flops_by_reg.png
Scale: 4 px per micron. Other sequential cells in the stronger grey, the rest of the logic in the fainter grey.
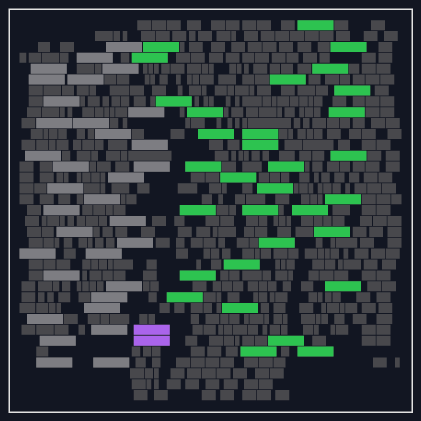
detail.png
Region (30, 50) to (70, 90) microns. Cells in grey, sequential cells in the stronger grey; small squares are vias.
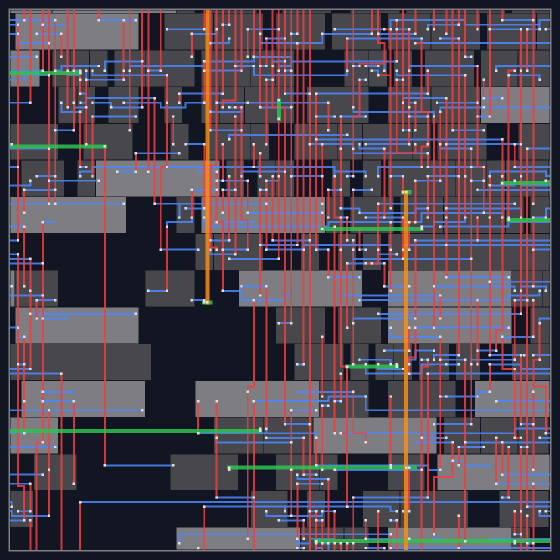
layer_met2.png
Scale: 3 px per micron.
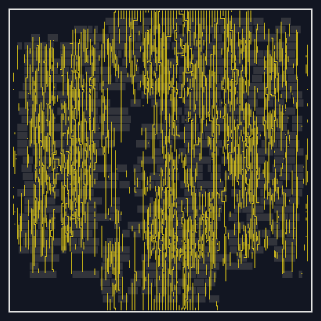
==> config.mk <==
export PLATFORM = sky130hd
export DESIGN_NAME = pc_sequencer
export DESIGN_NICKNAME = d
export VERILOG_FILES = /design/src/rtl/pc_pkg.sv /design/src/rtl/pc_next_mux.sv /design/src/rtl/pc_sequencer.sv
export SDC_FILE = /design/constraint.sdc
export NUM_CORES = 1
export LEC_CHECK = 0
export ABC_AREA = 0
export CORE_MARGIN = 2
export CORE_UTILIZATION = 49
export CTS_CLUSTER_DIAMETER = 100
export DETAILED_ROUTE_END_ITERATION = 12
export PLACE_DENSITY = 0.95
export SLEW_MARGIN = 20
export SYNTH_ARGS = -nofsm -noshare
export SYNTH_HDL_FRONTEND = slang
export SYNTH_HIERARCHICAL = 1
export SYNTH_SLANG_ARGS = --single-unit
==> constraint.sdc <==
create_clock -name clk -period 4.1 [get_ports clk]
set_input_delay 0.615 -clock clk [delete_from_list [all_inputs] [get_ports clk]]
set_output_delay 0.615 -clock clk [all_outputs]
set_load 0.02 [all_outputs]
==> notes.org <==
* Implementation run

** Status
- Outcome :: finished, final reports clean

** Global route
- Number of global-route vias before repair :: 4,499
- Global routing consumed, on the met1 layer, around 32% of the routing resources.
- Most used routing layer :: met2
- Grt total ovfl :: 0
- For this run, global-route usage on met3 was measured as a little over 6%.

** Cells and area
- The plain and repair buffers instantiated in the layout total 170.
- For this run, the script counts the antenna cells in the layout as 0.
- Fraction of area in non-clock buffers :: 26.2%
- Of the total standard cell area in the layout, the sequential portion is about a quarter.
- By area, combinational gates come first.
- Logic gate fraction of the total cell area :: about two fifths
- Logic area :: ~2700 sq um
- The layout has 9 clock buffers.
- Layout Cells excl Fill :: ~760
- Dominant logic cell type in the layout :: sky130_fd_sc_hd__clkdlybuf4s50_1
- Compared with the post-synthesis result, the final layout area differs by 40.8%.
- Per the cell usage report, the commonest logic cells after layout are sky130_fd_sc_hd__clkdlybuf4s50_1 (162), sky130_fd_sc_hd__nand2_1 (68), sky130_fd_sc_hd__dfrtp_1 (67).
- In the layout the tool counted multi-input logic cells amounting to just under 400.
- Fraction of area in clock buffers and inverters :: 3.36%
- The final layout contains a sequential cell count of 67.
- The area taken by sequential standard cells is reported as roughly 1700 sq um.
- Share of cells above drive strength 1 :: under 10%
- Inverters :: 6

** Timing
- Setup repair after global routing left no endpoint under its margin.
- Setup Viol. Count Final :: 0
- Clock skew on the completed layout was measured at 0.00837 ns.
- Post-route worst setup slack :: a little under 0.5 ns
- In the final report, the number of pins over their slew limit comes to 0.
- Final number of hold-violating endpoints :: 0
- Least-Margin Pin Slew :: slightly above 1 ns
- The tightest hold path in the finished design has a slack of 0.358 ns.
- Post-route clock period utilization :: 88.1%
- For the final routed database, the setup TNS stands at 0 ns.

** Synthesis
- AND-OR/OR-AND share of the synthesized area :: around 11%
- Post-Syn Area per Cell :: between 9 and 10 sq um
- Grouping non-sequential cells by family puts the most area in simple AND/OR/NAND/NOR gates.
- Cell area after synthesis :: between 4000 and 5000 sq um
- Prevailing post-synth register cell :: sky130_fd_sc_hd__dfrtp_1
- Ranked by total cell area, the synthesized netlist is headed by sky130_fd_sc_hd__dfrtp_1 (37%), sky130_fd_sc_hd__mux2i_1 (6.4%), sky130_fd_sc_hd__nand2_1 (5.6%).
- Counting every instance in the synthesized netlist gives 493.
- Flip-flop and latch count after synthesis :: 67
- Area fraction in full adders, half adders and majority gates :: between 1 and 1.5%
- Count of flip-flops with a built-in enable after synthesis :: 0
- Warnings, synthesis :: 6
- In the synthesized netlist, the cells that appear most often are sky130_fd_sc_hd__nand2_1 (68), sky130_fd_sc_hd__dfrtp_1 (67), sky130_fd_sc_hd__mux2i_1 (29), sky130_fd_sc_hd__xor2_1 (29), sky130_fd_sc_hd__xnor2_1 (28).
- Share of synthesized registers carrying an async set or reset :: 100%
- The cell type that accounts for the most area after synthesis is sky130_fd_sc_hd__dfrtp_1.
- According to the Yosys statistics, the synthesized design has a chip area of about 4500 sq um.
- Per the synthesis report, the number of distinct cell types is just over 50.
- Area fraction in and, or, nand and nor cells :: 27.8%
- Yosys reports the multiplexer fraction of the synthesized area as 7.12%.
- Net Count, Synth :: around 570

** CTS
- The clock tree synthesis step divided the H-tree into 3 levels.
- TritonCTS clock tree :: yes
- Clock buffers created by TritonCTS :: 9
- The report lists the number of cells resized after CTS as 0.
- Clock latency on the worst-skew pair :: roughly 0.35 ns
- Clock Sinks :: 67
- Per the post-CTS timing run, clock transition at the registers of the reported paths is about 0.080 ns.
- The report puts the hold buffer count at CTS at 0.
- Looking at the clock tree report, the root buffer type is sky130_fd_sc_hd__clkbuf_8.
- Maximum buffer depth of the clock tree :: 2
- Number of buffers inserted by post-CTS setup repair :: 0

** Critical path
- Arrival time of the worst setup path :: roughly 3.0 ns
- Category of the most critical setup path :: reg -> out
- The worst setup path is captured at a primary output.
- Crit path max fanout :: 14
- The worst-case reg-to-reg setup slack stands at around 1.1 ns.
- The timing report attributes the biggest portion of critical-path delay to buffers and inverters.
- Largest stage delay, worst path :: 0.64 ns
- The OpenROAD report gives the critical path a required time of around 3.5 ns.
- CP max stage cell :: sky130_fd_sc_hd__clkdlybuf4s50_1
- Per the post-run analysis, buffers plus inverters along the critical path come to 2.

** Place
- Once placement completed, the tool counted placed cells totaling between 700 and 800.
- Detailed placement finished with a half-perimeter wire length of approximately 10,000 microns.
- Placed instance area :: between 6000 and 7000 sq um
- Port bufs :: around 160
- Routability-driven placement finished with a final weighted congestion of around 0.91.

** Die
- Measured along the y axis, the die boundary spans between 100 and 150 microns.
- Well-tap cell count :: 111
- Area of the placeable core :: a little over 9000 sq um
- Width of the die :: between 100 and 150 microns
- Before placement the cells fill between 40% and 50% of the core.
- The die covers roughly 10,000 sq um.
- Number of cell rows :: 35
- I/O pin total :: roughly 170

** Drt
- DRC violation count after routing :: 0
- Tally of nets with antenna violations remaining after routing :: 0
- WL/cell :: between 15 and 20 microns
- DRT Pass-1 Iters :: 5
- Detail Route met2 WL :: approximately 7100 microns
- Summed over all nets, wire length on met3 after detailed routing comes to about 1200 microns.
- Highest routed metal layer :: met4
- 1st-iter DRT viols :: between 200 and 250

** Power
- Leakage dissipation :: around 2.8 nW
- Relative contribution of sequential cells to total power :: 35.5%
- The power report lists cell-internal power as around 0.0017 W.
- Net switching is roughly two fifths of the power.
- Power in combinational cells :: approximately 0.0012 W
- Power Dens Cells :: about 450 nW/um^2
- Share of power burned in the clock network :: a little over a fifth
- Total power for the finished layout comes to roughly 0.0029 W.
- In this run, the combinational gates consume ~43% of the power.

** Flow run
- Maximum capacitance violations :: 0
- The number of warnings reported in the stage logs is 32.

** Min path
- Path category of the worst min-delay check :: in -> async
Back to the opening pictures, flops_by_reg.png:
Key: `address` = green [sequential cells 32]; `state_q` = purple [sequential cells 2]
final core area utilization: 70.3%
sequential power: 0.00101 W

Back to the opening pictures, detail.png:
Key: metal 1 = blue; metal 4 = orange; metal 2 = red; metal 3 = green
117 logic cells have their middle in the window. Sequential cells in the window: 16. Most frequent: nand2_1 (29), clkdlybuf4s50_1 (18), dfrtp_1 (16).

Back to the opening pictures, layer_met2.png:
The longest straight run is 43.3 microns. The layer carries 7,120 microns of wire.
met2 Track Usage GR: 48.3%
routed wire length: 13,900 microns
Vias: 4,511

Power figures rest on the tool's default switching activity, not on a simulated workload.
